### src/rtl/lcd_writer.sv
// lcd_writer -- HD44780-class character-LCD write engine.
//
// Takes bytes from a valid/ready stream and plays them onto an LCD bus
// as RS/E/DB write cycles with programmable setup, enable-pulse, hold and
// post-transfer busy-wait times. Supports 8-bit or 4-bit bus mode, an
// in-band escape byte that turns the following byte into an instruction,
// a long wait after clear/home instructions, and a power-on delay.
//
// Ports:
//   clk        system clock
//   rst_n      asynchronous active-low reset
//   in_valid   byte offered
//   in_ready   engine can accept (only in IDLE)
//   in_data    byte to write
//   in_cmd     1 = instruction (RS=0), 0 = data (RS=1)
//   in_single  4-bit mode only: send the high nibble only
//   busy       ~in_ready
//   lcd_rs     register select
//   lcd_rw     read/write, tied low (write only)
//   lcd_e      enable strobe (registered)
//   lcd_db     data bus; in 4-bit mode [7:4] carries the nibble, [3:0] = 0

module lcd_writer #(
    parameter int         BUS_4BIT     = 0,
    parameter int         ESC_EN       = 1,
    parameter logic [7:0] ESC_CODE     = 8'h00,
    parameter int         T_SETUP      = 2,
    parameter int         T_EPW        = 12,
    parameter int         T_HOLD       = 2,
    parameter int         T_WAIT_SHORT = 1000,
    parameter int         T_WAIT_LONG  = 41000,
    parameter int         T_POR        = 375000,
    parameter int         CNT_W        = 20
) (
    input  logic       clk,
    input  logic       rst_n,
    input  logic       in_valid,
    output logic       in_ready,
    input  logic [7:0] in_data,
    input  logic       in_cmd,
    input  logic       in_single,
    output logic       busy,
    output logic       lcd_rs,
    output logic       lcd_rw,
    output logic       lcd_e,
    output logic [7:0] lcd_db
);

    typedef enum logic [2:0] {
        S_POR,
        S_IDLE,
        S_SETUP,
        S_EHIGH,
        S_HOLD,
        S_WAIT
    } state_t;

    localparam bit L_BUS4 = (BUS_4BIT != 0);
    localparam bit L_ESC  = (ESC_EN != 0);

    // Timer reload values: a state lasting T cycles is entered with T-1.
    localparam logic [CNT_W-1:0] L_POR_M1   = CNT_W'(T_POR - 1);
    localparam logic [CNT_W-1:0] L_SETUP_M1 = CNT_W'(T_SETUP - 1);
    // The first SETUP after an accept also covers the cycle in which the
    // latched byte is moved onto the bus, hence one extra count.
    localparam logic [CNT_W-1:0] L_SETUP_1ST = CNT_W'(T_SETUP);
    localparam logic [CNT_W-1:0] L_EPW_M1   = CNT_W'(T_EPW - 1);
    localparam logic [CNT_W-1:0] L_HOLD_M1  = CNT_W'(T_HOLD - 1);
    localparam logic [CNT_W-1:0] L_WS_M1    = CNT_W'(T_WAIT_SHORT - 1);
    localparam logic [CNT_W-1:0] L_WL_M1    = CNT_W'(T_WAIT_LONG - 1);

    state_t           r_state,    w_state_next;
    logic [CNT_W-1:0] r_timer,    w_timer_next;
    logic             r_flag,     w_flag_next;     // escape armed
    logic             r_load,     w_load_next;     // latched byte not yet on the bus
    logic [7:0]       r_byte,     w_byte_next;
    logic             r_rs_pend,  w_rs_pend_next;  // effective RS of the latched byte
    logic             r_low_pend, w_low_pend_next; // low nibble still to send
    logic             r_rs,       w_rs_next;
    logic [7:0]       r_db,       w_db_next;
    logic             r_e,        w_e_next;

    logic             w_timer_zero;
    logic             w_is_esc;
    logic             w_long;
    logic [7:0]       w_first_bus;
    logic [7:0]       w_low_bus;

    assign w_timer_zero = (r_timer == '0);
    assign w_is_esc     = L_ESC && !in_cmd && (in_data == ESC_CODE) && !r_flag;
    // Clear display / return home need the long busy time.
    assign w_long       = !r_rs_pend && (r_byte >= 8'h01) && (r_byte <= 8'h03);
    assign w_first_bus  = L_BUS4 ? {r_byte[7:4], 4'h0} : r_byte;
    assign w_low_bus    = {r_byte[3:0], 4'h0};

    always_ff @(posedge clk or negedge rst_n) begin
        if (!rst_n) begin
            r_state    <= S_POR;
            r_timer    <= L_POR_M1;
            r_flag     <= 1'b0;
            r_load     <= 1'b0;
            r_byte     <= 8'h00;
            r_rs_pend  <= 1'b0;
            r_low_pend <= 1'b0;
            r_rs       <= 1'b0;
            r_db       <= 8'h00;
            r_e        <= 1'b0;
        end else begin
            r_state    <= w_state_next;
            r_timer    <= w_timer_next;
            r_flag     <= w_flag_next;
            r_load     <= w_load_next;
            r_byte     <= w_byte_next;
            r_rs_pend  <= w_rs_pend_next;
            r_low_pend <= w_low_pend_next;
            r_rs       <= w_rs_next;
            r_db       <= w_db_next;
            r_e        <= w_e_next;
        end
    end

    always_comb begin
        w_state_next    = r_state;
        w_timer_next    = r_timer;
        w_flag_next     = r_flag;
        w_load_next     = r_load;
        w_byte_next     = r_byte;
        w_rs_pend_next  = r_rs_pend;
        w_low_pend_next = r_low_pend;
        w_rs_next       = r_rs;
        w_db_next       = r_db;
        w_e_next        = r_e;

        case (r_state)
            S_POR: begin
                if (w_timer_zero) begin
                    w_state_next = S_IDLE;
                end else begin
                    w_timer_next = r_timer - 1'b1;
                end
            end

            S_IDLE: begin
                if (in_valid) begin
                    if (w_is_esc) begin
                        // Escape only arms the flag; no bus activity.
                        w_flag_next = 1'b1;
                    end else begin
                        w_byte_next     = in_data;
                        w_rs_pend_next  = ~(in_cmd | r_flag);
                        w_flag_next     = 1'b0;
                        w_low_pend_next = L_BUS4 & ~in_single;
                        w_load_next     = 1'b1;
                        w_timer_next    = L_SETUP_1ST;
                        w_state_next    = S_SETUP;
                    end
                end
            end

            S_SETUP: begin
                if (r_load) begin
                    w_load_next = 1'b0;
                    w_rs_next   = r_rs_pend;
                    w_db_next   = w_first_bus;
                end
                if (w_timer_zero) begin
                    w_state_next = S_EHIGH;
                    w_timer_next = L_EPW_M1;
                    w_e_next     = 1'b1;
                end else begin
                    w_timer_next = r_timer - 1'b1;
                end
            end

            S_EHIGH: begin
                if (w_timer_zero) begin
                    w_state_next = S_HOLD;
                    w_timer_next = L_HOLD_M1;
                    w_e_next     = 1'b0;
                end else begin
                    w_timer_next = r_timer - 1'b1;
                end
            end

            S_HOLD: begin
                if (w_timer_zero) begin
                    if (r_low_pend) begin
                        w_low_pend_next = 1'b0;
                        w_db_next       = w_low_bus;
                        w_state_next    = S_SETUP;
                        w_timer_next    = L_SETUP_M1;
                    end else begin
                        w_state_next = S_WAIT;
                        w_timer_next = w_long ? L_WL_M1 : L_WS_M1;
                    end
                end else begin
                    w_timer_next = r_timer - 1'b1;
                end
            end

            S_WAIT: begin
                if (w_timer_zero) begin
                    w_state_next = S_IDLE;
                end else begin
                    w_timer_next = r_timer - 1'b1;
                end
            end

            default: begin
                w_state_next = S_POR;
                w_timer_next = L_POR_M1;
                w_e_next     = 1'b0;
            end
        endcase
    end

    assign in_ready = (r_state == S_IDLE);
    assign busy     = ~in_ready;
    assign lcd_rs   = r_rs;
    assign lcd_rw   = 1'b0;
    assign lcd_e    = r_e;
    assign lcd_db   = r_db;

endmodule
### config.mk
export PLATFORM = sky130hd
export DESIGN_NAME = lcd_writer
export DESIGN_NICKNAME = d
export VERILOG_FILES = /design/src/rtl/lcd_writer.sv
export SDC_FILE = /design/constraint.sdc
export NUM_CORES = 1
export LEC_CHECK = 0
export CELL_PAD_IN_SITES_DETAIL_PLACEMENT = 0
export CELL_PAD_IN_SITES_GLOBAL_PLACEMENT = 1
export CORE_MARGIN = 2
export CORE_UTILIZATION = 45
export DETAILED_ROUTE_END_ITERATION = 10
export DONT_BUFFER_PORTS = 1
export GPL_TIMING_DRIVEN = 1
export PLACE_DENSITY = 0.79
export SLEW_MARGIN = 10
export SYNTH_ARGS = -nofsm -noshare
export SYNTH_HDL_FRONTEND = slang
export SYNTH_SLANG_ARGS = --single-unit
### constraint.sdc
create_clock -name clk -period 2.5 [get_ports clk]
set_input_delay 0.75 -clock clk [delete_from_list [all_inputs] [get_ports clk]]
set_output_delay 0.75 -clock clk [all_outputs]
set_load 0.01 [all_outputs]
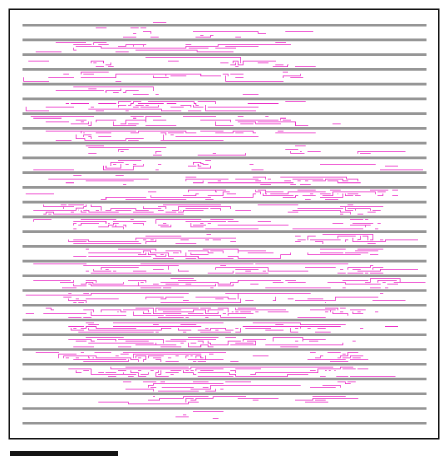
**Above:** metal 1.
Bar = 20 um. Supply wires on this layer in grey.
nets with wire on the layer: 295
wire length on this layer: 2910 um
share of all routed wire: 47%
met1 global-route usage: 33.1%
via count: 2208
drt total wl: 6.25 mm

==> Slide: Implementation Results <==
Run Summary

Synthesis
  – Chip Area, Yosys: approximately 0.0025 mm^2
  – Area leader, netlist: dfrtp_1
  – Unique cell types: 54
  – Ys Warns: 0

Die
  – Die Y: approximately 80 um

Placement
  – Post-DP HPWL: 4.46 mm
  – Placed cells: about 360

Layout
  – Most common logic cell in the routed design: nand2_1
  – Design area: roughly 0.0028 mm^2
  – Antenna fix cells: 0
  – Final nets: ~310
  – Final Core Density: roughly 52%

Critical path
  – CP max stage cell: dfstp_2
  – Crit. Startpoint: r_timer[0]

Run
  – Max cap viols: 0

Routing
  – Highest routed layer: met4
  – Antenna-violating nets left: 0

Clock tree
  – Root buffer cell: clkbuf_8
  – CTS Sinks: around 44
  – Setup Fix Bufs, Post-CTS: 0

Global routing
  – Pin count of the biggest net entering global routing: ~45

Power
  – Maximum VDD drop: between 0.5 and 0.6 mV
  – Clock network power: 0.578 mW
  – Top pwr grp: sequential cells

Outcome
  – Outcome: complete, no violations

Timing
  – Max Transition Viols Final: 0
  – Final min period: between 2000 and 2500 ps
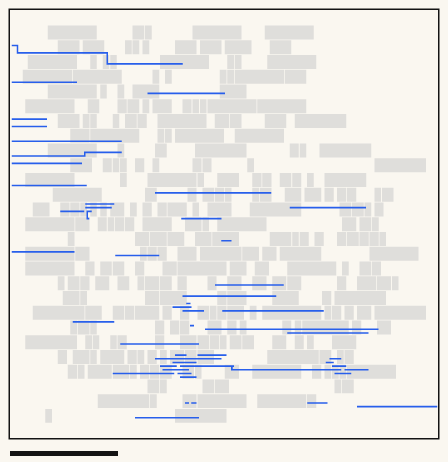
**Above:** M3 wires.
Bar = 20 um. Cells faint in the background.
wire length on this layer: 461 um
main direction: horizontal
nets with wire on the layer: 39
share of all routed wire: 7.4%
grt met3 use: 4.55%

Power is estimated from default activity; no workload was simulated.
